### Ports around the boundary

Drawn at 1 px/um. Pins as bars across the die edge, other pins in gray.
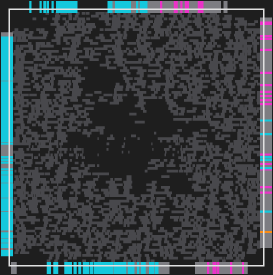
### Wires at chosen ports, followed through buffers

Drawn at 1.5 px/um.
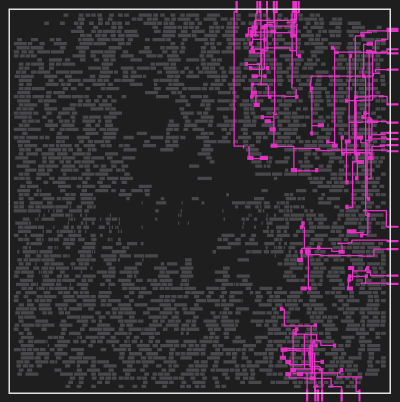
## src/rtl/cache_mem_adapter.sv

```systemverilog
// Line-transfer engine: turns whole-line fill/writeback requests from cache_control into
// a sequence of single-word req/ack memory transactions and assembles fill data.
module cache_mem_adapter #(
  parameter int unsigned ADDR_W     = 32,
  parameter int unsigned WORD_W     = 32,
  parameter int unsigned LINE_WORDS = 8
) (
  input  logic                         clk,
  input  logic                         rst,
  input  logic                         mem_read,
  input  logic                         mem_write,
  input  logic [ADDR_W-1:0]            line_addr,
  input  logic [LINE_WORDS*WORD_W-1:0] line_wdata,
  output logic [LINE_WORDS*WORD_W-1:0] line_rdata,
  output logic                         ca_resp,
  output logic                         busy,
  output logic                         mem_req,
  output logic                         mem_we,
  output logic [ADDR_W-1:0]            mem_addr,
  output logic [WORD_W-1:0]            mem_wdata,
  input  logic                         mem_ack,
  input  logic [WORD_W-1:0]            mem_rdata
);

  localparam int unsigned LineW    = LINE_WORDS * WORD_W;
  localparam int unsigned BeatW    = $clog2(LINE_WORDS);
  localparam int unsigned ByteOffW = $clog2(WORD_W / 8);
  localparam int unsigned OffW     = $clog2(LINE_WORDS * WORD_W / 8);
  localparam logic [BeatW-1:0] LastBeat = BeatW'(LINE_WORDS - 1);

  typedef enum logic [1:0] {StIdle, StXfer, StResp} state_e;

  state_e             state_q, state_d;
  logic [BeatW-1:0]   beat_q, beat_d;
  logic               op_q, op_d;  // 1 = writeback, 0 = fill
  logic [ADDR_W-1:0]  base_q, base_d;
  logic [LineW-1:0]   wdata_q, wdata_d;
  logic [LineW-1:0]   rdata_q, rdata_d;

  always_ff @(posedge clk or negedge rst) begin
    if (!rst) begin
      state_q <= StIdle;
      beat_q  <= '0;
      op_q    <= 1'b0;
      base_q  <= '0;
      wdata_q <= '0;
      rdata_q <= '0;
    end else begin
      state_q <= state_d;
      beat_q  <= beat_d;
      op_q    <= op_d;
      base_q  <= base_d;
      wdata_q <= wdata_d;
      rdata_q <= rdata_d;
    end
  end

  always_comb begin
    state_d = state_q;
    beat_d  = beat_q;
    op_d    = op_q;
    base_d  = base_q;
    wdata_d = wdata_q;
    rdata_d = rdata_q;
    unique case (state_q)
      StIdle: begin
        // Writeback takes priority; cache_control re-presents the fill after ca_resp.
        if (mem_write || mem_read) begin
          op_d    = mem_write;
          base_d  = {line_addr[ADDR_W-1:OffW], {OffW{1'b0}}};
          wdata_d = line_wdata;
          beat_d  = '0;
          state_d = StXfer;
        end
      end
      StXfer: begin
        if (mem_ack) begin
          if (!op_q) rdata_d[beat_q*WORD_W +: WORD_W] = mem_rdata;
          if (beat_q == LastBeat) state_d = StResp;
          else                    beat_d  = beat_q + BeatW'(1);
        end
      end
      StResp:  state_d = StIdle;
      default: state_d = StIdle;
    endcase
  end

  // Outputs decode from registered state only; mem_ack never reaches mem_req combinationally.
  assign mem_req    = (state_q == StXfer);
  assign mem_we     = mem_req & op_q;
  assign mem_addr   = base_q + (ADDR_W'(beat_q) << ByteOffW);
  assign mem_wdata  = wdata_q[beat_q*WORD_W +: WORD_W];
  assign ca_resp    = (state_q == StResp);
  assign busy       = (state_q != StIdle);
  assign line_rdata = rdata_q;

endmodule

```

## config.mk

```make
export PLATFORM = sky130hd
export DESIGN_NAME = cache_mem_adapter
export DESIGN_NICKNAME = d
export VERILOG_FILES = /design/src/rtl/cache_mem_adapter.sv
export SDC_FILE = /design/constraint.sdc
export NUM_CORES = 1
export LEC_CHECK = 0
export CAP_MARGIN = 20
export CORE_AREA = 2 2 251 253
export CTS_BUF_LIST = sky130_fd_sc_hd__clkbuf_2 sky130_fd_sc_hd__clkbuf_4 sky130_fd_sc_hd__clkbuf_8
export DETAILED_ROUTE_END_ITERATION = 10
export DIE_AREA = 0 0 253 255
export HOLD_SLACK_MARGIN = 0.05
export SETUP_SLACK_MARGIN = 0.15
export SKIP_CTS_REPAIR_TIMING = 1
export SKIP_LAST_GASP = 1
export SLEW_MARGIN = 20
export SYNTH_ARGS = -nofsm -noshare
export SYNTH_HDL_FRONTEND = slang
export SYNTH_SLANG_ARGS = --single-unit
```

## constraint.sdc

```tcl
create_clock -name clk -period 3.2 [get_ports clk]
set_input_delay 0.64 -clock clk [delete_from_list [all_inputs] [get_ports clk]]
set_output_delay 0.64 -clock clk [all_outputs]
set_load 0.01 [all_outputs]
```

==> flow_metrics.tcl <==
# collected from the flow reports
set metrics [dict create \
    top_cell "dfrtp_1" \
    num_rows 92 \
    cts.clk_slew.worst_paths_ps 60 \
    pwr-share-seq 0.354 \
    grt_pass1_vias 16100 \
    cts_sinks 545 \
    hold_violations 0 \
    ys_cells 1442 \
    status "finished, final reports clean" \
    globalRouteOverflowTotal 0 \
    finalWirelength_um 73800 \
    top_cells_by_area "dfrtp_1, mux2_2, mux4_2, mux2_1, and2_1" \
    dp_hpwl_um 55200 \
    grt_max_degree 83 \
    cap_violations 0 \
    finalCriticalPeriod_ps 3120 \
    finalNetCount 2495 \
    worst_ep_required_time_ps 2560 \
    power_switching_mw 10.6 \
    avgSynthCellArea_um2 15.8 \
]
## Picture notes: 'Ports around the boundary'
legend:
  cyan:
    port: `line_wdata`
    pins: 256
    direction: input
    edge: 133 left, 68 bottom, 49 top, 6 right
  magenta:
    port: `mem_rdata`
    pins: 32
    direction: input
    edge: 16 right, 10 top, 6 bottom
  orange:
    port: `mem_ack`
    pins: 1
    direction: input
    edge: right
die height: 255 um
buffers added on ports: 641
Die X: 253 um

## Picture notes: 'Wires at chosen ports, followed through buffers'
legend:
  magenta:
    port: `mem_rdata`
    direction: input
    end_cells: 100
    buffers: 32
    wire: 2800 um
io pins: 649

==> layout by cell type (no fill, tap or decap), types with 3 or more instances in the layout <==
| master | n |
|---|---|
| mux2_1 | 73 |
| buf_12 | 24 |
| dlymetal6s2s_1 | 7 |
| clkbuf_4 | 36 |
| ha_1 | 5 |
| clkdlybuf4s50_1 | 608 |
| buf_16 | 3 |
| clkinv_8 | 4 |
| clkinv_2 | 4 |
| buf_6 | 14 |
| nand3_2 | 4 |
| buf_4 | 38 |
| diode_2 | 11 |
| clkbuf_8 | 120 |
| and2_1 | 64 |
| inv_1 | 3 |
| nor2b_1 | 5 |
| buf_2 | 4 |
| dfrtp_1 | 542 |
| nand2_2 | 25 |
| mux2_2 | 466 |
| clkbuf_2 | 6 |
| nand2_1 | 73 |
| nor2_1 | 4 |
| clkbuf_16 | 5 |
| mux4_2 | 64 |
==> critical path: cells and delay by family, from the launching register on <==
| kind | cells | cell delay [ps] |
|---|---|---|
| flops | 1 | 530 |
| mux | 1 | 430 |
| simple gates | 2 | 160 |
| buf+inv | 5 | 690 |
==> kinds of logic (layout without fill, tap and decap cells) <==
group,after synthesis,in the layout,share of synthesized area
mux,603,603,0.330
flops,545,545,0.600
simple gates,189,189,0.0411
buf+inv,90,884,0.0222
compound gates,9,9,0.00369
fa+ha+maj,5,5,0.00275
other cells,1,13,0.000165
==> registers in the layout (all words and copies together), names as in the netlist <==
signal,flops
beat_q,3
wdata_q,256
line_rdata,256
state_q,2
op_q,1
base_q,27
==> worst max path at each step <==
stage / from / end / slack (ps) / depth (start not counted)
final: beat_q[0] / mem_wdata[24] / 80 / 8
after global routing: beat_q[0] / mem_wdata[23] / -30 / 8
after CTS: beat_q[0] / mem_wdata[2] / -490 / 5
after detailed placement: beat_q[0] / mem_wdata[2] / 270 / 5
after global placement: beat_q[0] / mem_wdata[2] / 260 / 5
after floorplan: beat_q[1] / line_rdata[66] / 520 / 9
==> metal layers <==
metal / routed length (um) / GRT usage / share of wire
met5: 161 / 0 / 0.0022
met4: 1960 / 0.0744 / 0.027
met2: 38300 / 0.399 / 0.52
met3: 7190 / 0.0986 / 0.097
met1: 26200 / 0.233 / 0.36
==> power groups by stage <==
stage,clock [mW],sequential [mW],combinational [mW]
final,6.87,11.4,14.0
after global routing,7.41,11.8,15.0
after CTS,7.11,11.5,13.7
after detailed placement,0,11.6,13.7
after global placement,0,11.5,13.5
after floorplan,0,11.6,6.42
==> metrics by stage <==
step                      instance area, um^2  TNS, ps  setup WS (ps)  hold slack, ps
after floorplan                         22700        0            523             344
after global placement                  30400        0            261             471
after detailed placement                30400        0            268             474
after CTS                               32500   -11840           -492           -90.5
after global routing                    32900    -80.9          -27.5             500
final                                   32900        0           80.3             485
==> area by class of cell <==
class,instances,share of cell area
timing repair buffer,712,0.225
clock buffer,156,0.0584
clock inverter,12,0.00494
tap,799,0.0304
multi-input combinational,808,0.265
inverter,4,0.000456
antenna,11,0.000837
sequential,545,0.415
Power is estimated from default activity; no workload was simulated.
